Figure 1. Clock network drawn from the DEF (run 1).
Drawn at 4 px/um.
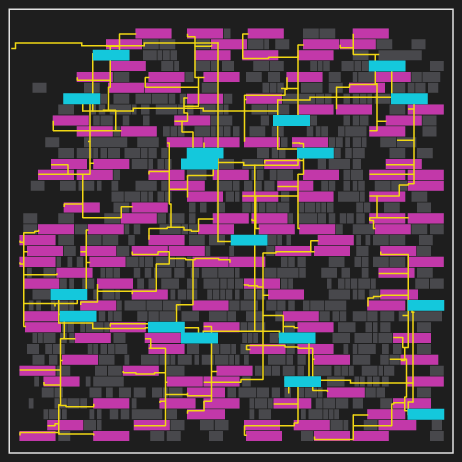
Figure 2. Clock routing (run 1).
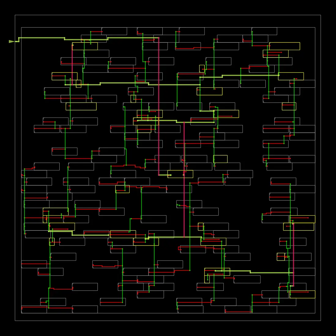
Figure 3. A small window of the routed layout (run 1).
Window x 43 to 68, y 43 to 68 um. Cells in gray, sequential cells in the stronger gray; small squares are vias.
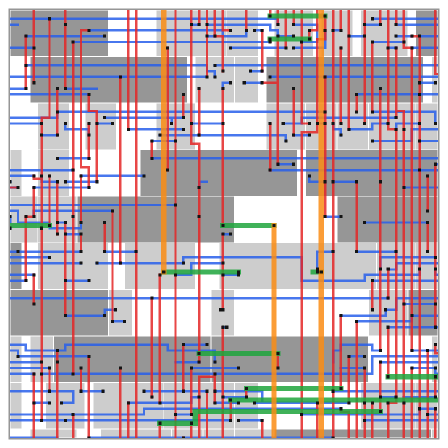
`src/rtl/machine_display_scan.sv`:
```
// Multi-channel hold registers time-multiplexed onto a common-anode
// 7-segment display, with auto/manual channel rotation and tear-free frames.
module machine_display_scan #(
  parameter int N_CHAN   = 4,
  parameter int N_DIGITS = 4,
  parameter int SCAN_DIV = 1000,
  parameter int DWELL    = 1000000,
  localparam int CW  = (N_CHAN > 1) ? $clog2(N_CHAN) : 1,
  localparam int DW  = 4 * N_DIGITS
) (
  input  logic                system1000,
  input  logic                system1000_rstn,
  input  logic                in_valid,
  input  logic [CW-1:0]       in_chan,
  input  logic [DW-1:0]       in_data,
  input  logic                auto_mode,
  input  logic                sel_next,
  output logic [CW-1:0]       cur_chan,
  output logic [N_DIGITS+7:0] result
);

  localparam int DIW = (N_DIGITS > 1) ? $clog2(N_DIGITS) : 1;
  localparam int SW  = $clog2(SCAN_DIV);
  localparam int TW  = $clog2(DWELL);

  logic [DW-1:0]     hold [N_CHAN];
  logic [N_CHAN-1:0] written;
  logic [DW-1:0]     snap;
  logic              snap_ok;
  logic [SW-1:0]     scan_cnt;
  logic [DIW-1:0]    dig;
  logic [TW-1:0]     dwell_cnt;
  logic              sel_q;
  logic              auto_q;

  logic              wr_ok;
  logic              dwell_wrap;
  logic              sel_rise;
  logic              step;
  logic              scan_wrap;
  logic              dig_last;
  logic [CW-1:0]     nxt_chan;
  logic [DW-1:0]     nxt_data;
  logic              nxt_ok;
  logic [DW-1:0]     cur_data;
  logic              cur_ok;
  logic [3:0]        nib;
  logic [N_DIGITS-1:0] an_n;
  logic              dp_n;
  logic [6:0]        seg_n;

  assign wr_ok = in_valid &&
                 ({1'b0, in_chan} < (CW+1)'(N_CHAN));

  assign dwell_wrap = auto_mode && auto_q &&
                      (dwell_cnt == TW'(DWELL - 1));

  assign sel_rise = !auto_mode && sel_next && !sel_q;

  assign step = (N_CHAN > 1) &&
                (auto_mode ? dwell_wrap : sel_rise);

  assign scan_wrap = (scan_cnt == SW'(SCAN_DIV - 1));
  assign dig_last  = (dig == DIW'(N_DIGITS - 1));

  assign nxt_chan = (cur_chan == CW'(N_CHAN - 1)) ?
                    '0 : cur_chan + 1'b1;

  // Select hold data for the current and the following channel
  always_comb begin
    nxt_data = '0;
    nxt_ok   = 1'b0;
    cur_data = '0;
    cur_ok   = 1'b0;
    for (int i = 0; i < N_CHAN; i++) begin
      if (nxt_chan == CW'(i)) begin
        nxt_data = hold[i];
        nxt_ok   = written[i];
      end
      if (cur_chan == CW'(i)) begin
        cur_data = hold[i];
        cur_ok   = written[i];
      end
    end
  end

  // Capture tagged words into the per-channel hold registers
  always_ff @(posedge system1000 or negedge system1000_rstn) begin
    if (!system1000_rstn) begin
      for (int i = 0; i < N_CHAN; i++) hold[i] <= '0;
      written <= '0;
    end else begin
      for (int i = 0; i < N_CHAN; i++) begin
        if (wr_ok && in_chan == CW'(i)) begin
          hold[i]    <= in_data;
          written[i] <= 1'b1;
        end
      end
    end
  end

  // Channel selection: dwell timer in auto mode, sel_next edges in manual
  always_ff @(posedge system1000 or negedge system1000_rstn) begin
    if (!system1000_rstn) begin
      dwell_cnt <= '0;
      cur_chan  <= '0;
      sel_q     <= 1'b0;
      auto_q    <= 1'b0;
    end else begin
      sel_q  <= sel_next;
      auto_q <= auto_mode;
      if (!auto_mode || auto_mode != auto_q || dwell_wrap)
        dwell_cnt <= '0;
      else
        dwell_cnt <= dwell_cnt + 1'b1;
      if (step)
        cur_chan <= nxt_chan;
    end
  end

  // Digit scan; snapshot taken only at frame start or on channel change
  always_ff @(posedge system1000 or negedge system1000_rstn) begin
    if (!system1000_rstn) begin
      scan_cnt <= '0;
      dig      <= '0;
      snap     <= '0;
      snap_ok  <= 1'b0;
    end else if (step) begin
      scan_cnt <= '0;
      dig      <= '0;
      snap     <= nxt_data;
      snap_ok  <= nxt_ok;
    end else if (scan_wrap) begin
      scan_cnt <= '0;
      if (dig_last) begin
        dig     <= '0;
        snap    <= cur_data;
        snap_ok <= cur_ok;
      end else begin
        dig <= dig + 1'b1;
      end
    end else begin
      scan_cnt <= scan_cnt + 1'b1;
    end
  end

  // Anode, decimal point and nibble for the lit digit
  always_comb begin
    nib  = '0;
    an_n = '1;
    for (int d = 0; d < N_DIGITS; d++) begin
      if (dig == DIW'(d)) begin
        nib     = snap[4*d +: 4];
        an_n[d] = 1'b0;
      end
    end
    dp_n = !(dig == DIW'(int'(cur_chan) % N_DIGITS));
  end

  // Hex font, active low gfedcba; dash when channel never written
  always_comb begin
    seg_n = 7'b0111111;
    if (snap_ok) begin
      unique case (nib)
        4'h0: seg_n = 7'b1000000;
        4'h1: seg_n = 7'b1111001;
        4'h2: seg_n = 7'b0100100;
        4'h3: seg_n = 7'b0110000;
        4'h4: seg_n = 7'b0011001;
        4'h5: seg_n = 7'b0010010;
        4'h6: seg_n = 7'b0000010;
        4'h7: seg_n = 7'b1111000;
        4'h8: seg_n = 7'b0000000;
        4'h9: seg_n = 7'b0010000;
        4'hA: seg_n = 7'b0001000;
        4'hB: seg_n = 7'b0000011;
        4'hC: seg_n = 7'b1000110;
        4'hD: seg_n = 7'b0100001;
        4'hE: seg_n = 7'b0000110;
        4'hF: seg_n = 7'b0001110;
      endcase
    end
  end

  // Registered display pins; dark during reset
  always_ff @(posedge system1000 or negedge system1000_rstn) begin
    if (!system1000_rstn)
      result <= '1;
    else
      result <= {an_n, dp_n, seg_n};
  end

endmodule

```
`config.mk`:
```
export PLATFORM = sky130hd
export DESIGN_NAME = machine_display_scan
export DESIGN_NICKNAME = d
export VERILOG_FILES = /design/src/rtl/machine_display_scan.sv
export SDC_FILE = /design/constraint.sdc
export NUM_CORES = 1
export LEC_CHECK = 0
export CAP_MARGIN = 10
export CORE_MARGIN = 2
export CORE_UTILIZATION = 60
export CTS_CLUSTER_DIAMETER = 150
export DETAILED_ROUTE_END_ITERATION = 16
export PLACE_DENSITY = 0.76
export SYNTH_ARGS = -nofsm -noshare
export SYNTH_HDL_FRONTEND = slang
export SYNTH_SLANG_ARGS = --single-unit
```
`constraint.sdc`:
```
create_clock -name system1000 -period 6.41 [get_ports system1000]
set_input_delay 0.9615 -clock system1000 [delete_from_list [all_inputs] [get_ports system1000]]
set_output_delay 0.9615 -clock system1000 [all_outputs]
set_load 0.02 [all_outputs]
```
==> impl_metrics.json, run 1 <==
{
  "status": "finished clean",
  "ant_nets": 0,
  "hp-start": "written[2]",
  "synth_top_area_share_pct": 44.4,
  "grt_max_degree": 69,
  "path_clk_slew_ns": 0.06,
  "post_drt_wl_per_cell_um": 18.7,
  "cts_tree": "done",
  "fa_ha_area_share_pct": 3.49,
  "cts_hold_buf": 0,
  "drive_above_1_share_pct": 21.8,
  "gp_congestion": 0.793,
  "gr-usage-met2_pct": 42.2,
  "internal_power_w": 0.00208,
  "final_area_um2": 7850,
  "yosys-top-cells-count": "121 x dfrtp_1, 69 x a21oi_1, 66 x mux2_2",
  "combGateArea_um2": 3190,
  "area_delta_synth_final_pct": 15.2,
  "wl_met2_mm": 7.53,
  "fill_cells": 788,
  "cap_violations": 0,
  "regMostFlops": "hold",
  "post_cts_resized": 0,
  "lay_top_cells": "121 x dfrtp_1, 69 x a21oi_1, 66 x mux2_2, 40 x nand2_1, 35 x clkdlybuf4s50_1",
  "first_iter_violations": 331,
  "hold_viol_final": 0,
  "syn_area_per_cell_um2": 10.7,
  "final_cells": 811
}
Back to the opening pictures, Figure 1:
- cyan: clock drivers (count 17)
- magenta: flip-flops (count 133)
- yellow: clock wires (length 1700 um)
- routed clock nets: 18
Clock Power: 0.00100 W
Clock Skew: 0.00775 ns
clock share of power: 31.6%
later-pin clock latency in the skew report: 0.42 ns

Back to the opening pictures, Figure 2:
total CTS buffers: 17
clk sink count: 133

Back to the opening pictures, Figure 3:
- blue: metal 1
- orange: metal 4
- red: metal 2
- green: metal 3
- sequential cells in the window: 10
- most frequent: dfrtp_1 (10), a21oi_1 (6), mux2_2 (5)
- netlist names of flops here include: hold (5), snap (3), written (2)
- cells with their middle in the window: 41

Figure 4. Cell classes on the final placement (run 1).
Drawn at 3 px/um. Fill, decap, tap and diode cells in gray.
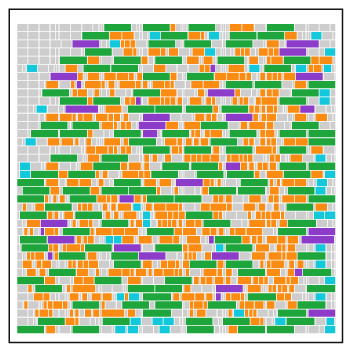

==> inputs of run 2 (changes only) <==
==> constraint.sdc (replaced) <==
create_clock -name system1000 -period 2.55 [get_ports system1000]
set_input_delay 0.3825 -clock system1000 [delete_from_list [all_inputs] [get_ports system1000]]
set_output_delay 0.3825 -clock system1000 [all_outputs]
set_load 0.02 [all_outputs]
Figure 5. Cell classes on the final placement (run 2).
Drawn at 3 px/um. Fill, decap, tap and diode cells in gray.
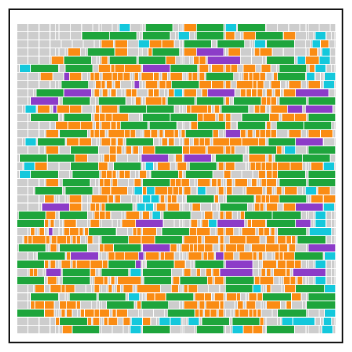
- cyan: remaining buffers and delay cells (cells 55; share of their area 6.7%)
- purple: clock drivers and dummy loads (cells 32; share of their area 8.1%)
- green: sequential cells (cells 133; share of their area 43%)
- orange: combinational and other logic (cells 462; share of their area 42%)
# rows: 38
flop share of the area: 41.8%
Final Core Density: 72.8%
CORE AREA: 11000 um^2
post-route cell area: 8000 um^2

==> run 2 against run 1 <==
  * Cell area grew 1.9%
  * Worst setup slack worse by 3.5 ns
  * Wire length is 2.5% higher
  * Power increased to 2.6 times the previous value
  * Combinational power increased to 2.6 times the previous value
  * Sequential power went up to 2.5 times the previous value
  * Via count grew 2.1%
  * Critical path type unchanged
  * Critical path depth shrank 2
  * First-iteration DRC count up 21%
  * Die size did not move
  * Clock skew shrank 0.0015 ns
  * Clock-buffer cell count up 1
==> impl_metrics.json, run 2 <==
{
  "cts_tree": "done",
  "dieHeight_um": 111,
  "synth.cell_area_um2": 6820,
  "internal_power_w": 0.00539,
  "postRouteWirelength_mm": 15.5,
  "crit_end": "result[3]",
  "cts_root_buf": "clkbuf_16",
  "post_cts_resized": 0,
  "hold_viol_final": 0,
  "buf_share_pct": 6.60,
  "grt_max_degree": 78,
  "fill_cells": 749,
  "fin_skew_ns": 0.00623,
  "h-tree-depth": 4,
  "clock_power_share_pct": 32.1,
  "cts_hold_buf": 1,
  "hp-start": "sel_next",
  "via_per_inst": 6.25,
  "vdd_drop_max_mv": 0.763,
  "regMostFlops": "hold",
  "fp_util_pct": 62.1,
  "final_cells": 822,
  "ant_nets": 0,
  "setup.worst_path.start": "dig[0]",
  "path_clk_slew_ns": 0.06,
  "first_iter_violations": 400,
  "yosys-top-cells-count": "121 x dfrtp_1, 69 x a21oi_1, 66 x mux2_2",
  "syn_area_per_cell_um2": 10.7,
  "gr-usage-met2_pct": 42.2,
  "drive_above_1_share_pct": 23.0,
  "synth_top_area_share_pct": 44.4,
  "insertion_delay_ns": 0.42,
  "lay_top_cells": "121 x dfrtp_1, 69 x a21oi_1, 66 x mux2_2, 40 x nand2_1, 35 x clkdlybuf4s50_1",
  "status": "finished clean",
  "fa_ha_area_share_pct": 3.49,
  "area_delta_synth_final_pct": 17.3,
  "wl_met2_mm": 7.67,
  "clock_net_power_w": 0.00262,
  "use_met1_pct": 34.5,
  "critPathLaunchType": "flop",
  "numCtsBuffers": 17,
  "portBuffers": 36,
  "ys_seq_share_pct": 49.1,
  "gp_congestion": 0.832,
  "combGateArea_um2": 3200,
  "area_leaders": "dfrtp_1 44%, mux2_2 11%, a21oi_1 5.1%",
  "synth.comb.largest_family": "AND-OR/OR-AND gates",
  "power_frac_comb_pct": 31.4
}
Figure 6. Clock network drawn from the DEF (run 2).
Drawn at 4 px/um.
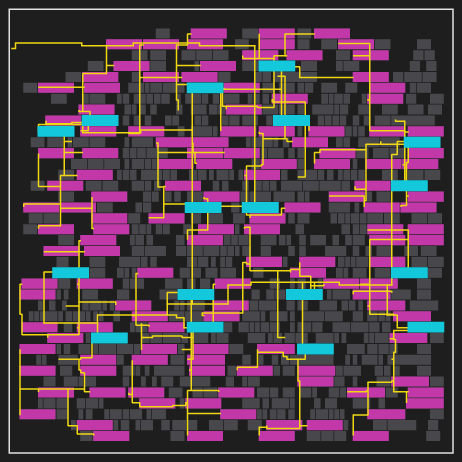

==> inputs of run 3 (changes only) <==
--- a/config.mk
+++ b/config.mk
@@ -6,10 +6,11 @@
 export NUM_CORES = 1
 export LEC_CHECK = 0
 export CAP_MARGIN = 10
-export CORE_MARGIN = 2
+export CORE_MARGIN = 1
 export CORE_UTILIZATION = 60
 export CTS_CLUSTER_DIAMETER = 150
 export DETAILED_ROUTE_END_ITERATION = 16
+export GPL_TIMING_DRIVEN = 0
 export PLACE_DENSITY = 0.76
 export SYNTH_ARGS = -nofsm -noshare
 export SYNTH_HDL_FRONTEND = slang
Figure 7. Clock network drawn from the DEF (run 3).
Drawn at 6 px/um.
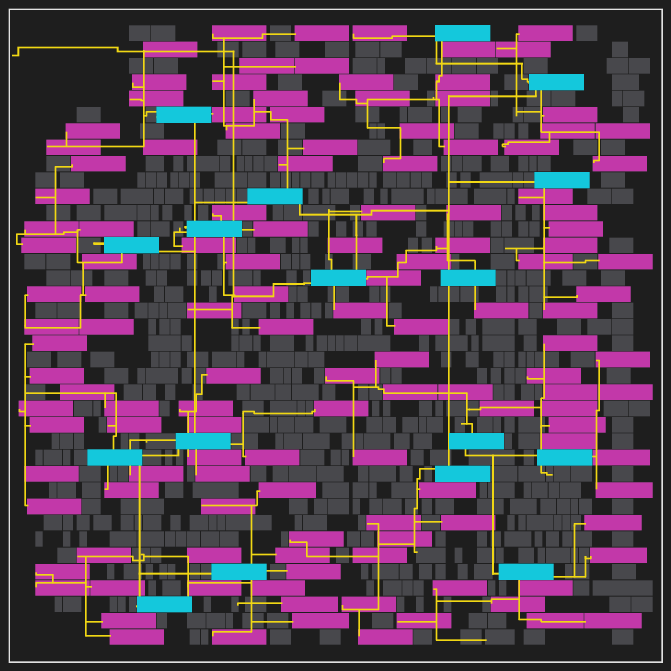
- cyan: clock drivers (count 17)
- magenta: flip-flops (count 133)
- yellow: clock wires (length 1560 um)
- routed clock nets: 18
Clock Skew: 0.00489 ns
clock share of power: 27.5%
Clock Power: 0.00216 W
later-pin clock latency in the skew report: 0.43 ns

==> run 3 against run 2 <==
  * First-iteration DRC count up 13%
  * Global-route usage grew 3.8 points
  * Clock power down 18%
  * Clock-buffer cell count grew 2
  * Non-clock buffer count rose by 25
  * Combinational power is 7% higher
  * Via count rose by 3.5%
  * Area after synthesis unchanged
  * Synthesized cell count stayed put
  * Core utilization grew 0.16 points
  * Sequential cell count unchanged
  * Sequential share of layout area rose by 0.11 points
  * Highest routed layer unchanged
==> impl_metrics.json, run 3 <==
{
  "fill_cells": 780,
  "grt_max_degree": 74,
  "fa_ha_area_share_pct": 3.49,
  "portBuffers": 36,
  "combGateArea_um2": 3230,
  "cts_root_buf": "clkbuf_16",
  "status": "finished clean",
  "clock_sinks": 133,
  "yosys-top-cells-count": "121 x dfrtp_1, 69 x a21oi_1, 66 x mux2_2",
  "use_met1_pct": 39.0,
  "cts_hold_buf": 1,
  "lay_top_cells": "120 x dfrtp_1, 69 x a21oi_1, 66 x mux2_2, 40 x nand2_1, 35 x clkdlybuf4s50_1",
  "regMostFlops": "hold",
  "area_delta_synth_final_pct": 17.1,
  "buf_share_pct": 7.53,
  "dieHeight_um": 109,
  "internal_power_w": 0.00501,
  "hold_viol_final": 0,
  "ant_nets": 0,
  "seq-cell-share_pct": 41.9,
  "post_cts_resized": 4,
  "setup.worst_path.start": "cur_chan[0]",
  "critPathLaunchType": "flop",
  "drive_above_1_share_pct": 22.3,
  "vdd_drop_max_mv": 0.695,
  "syn_area_per_cell_um2": 10.7,
  "gp_congestion": 0.882,
  "final_area_um2": 7980,
  "synth.cell_area_um2": 6820,
  "ys_seq_share_pct": 49.1,
  "via_per_inst": 6.29,
  "path_clk_slew_ns": 0.05,
  "crit_end": "snap[4]"
}
Power and IR drop assume default switching activity.
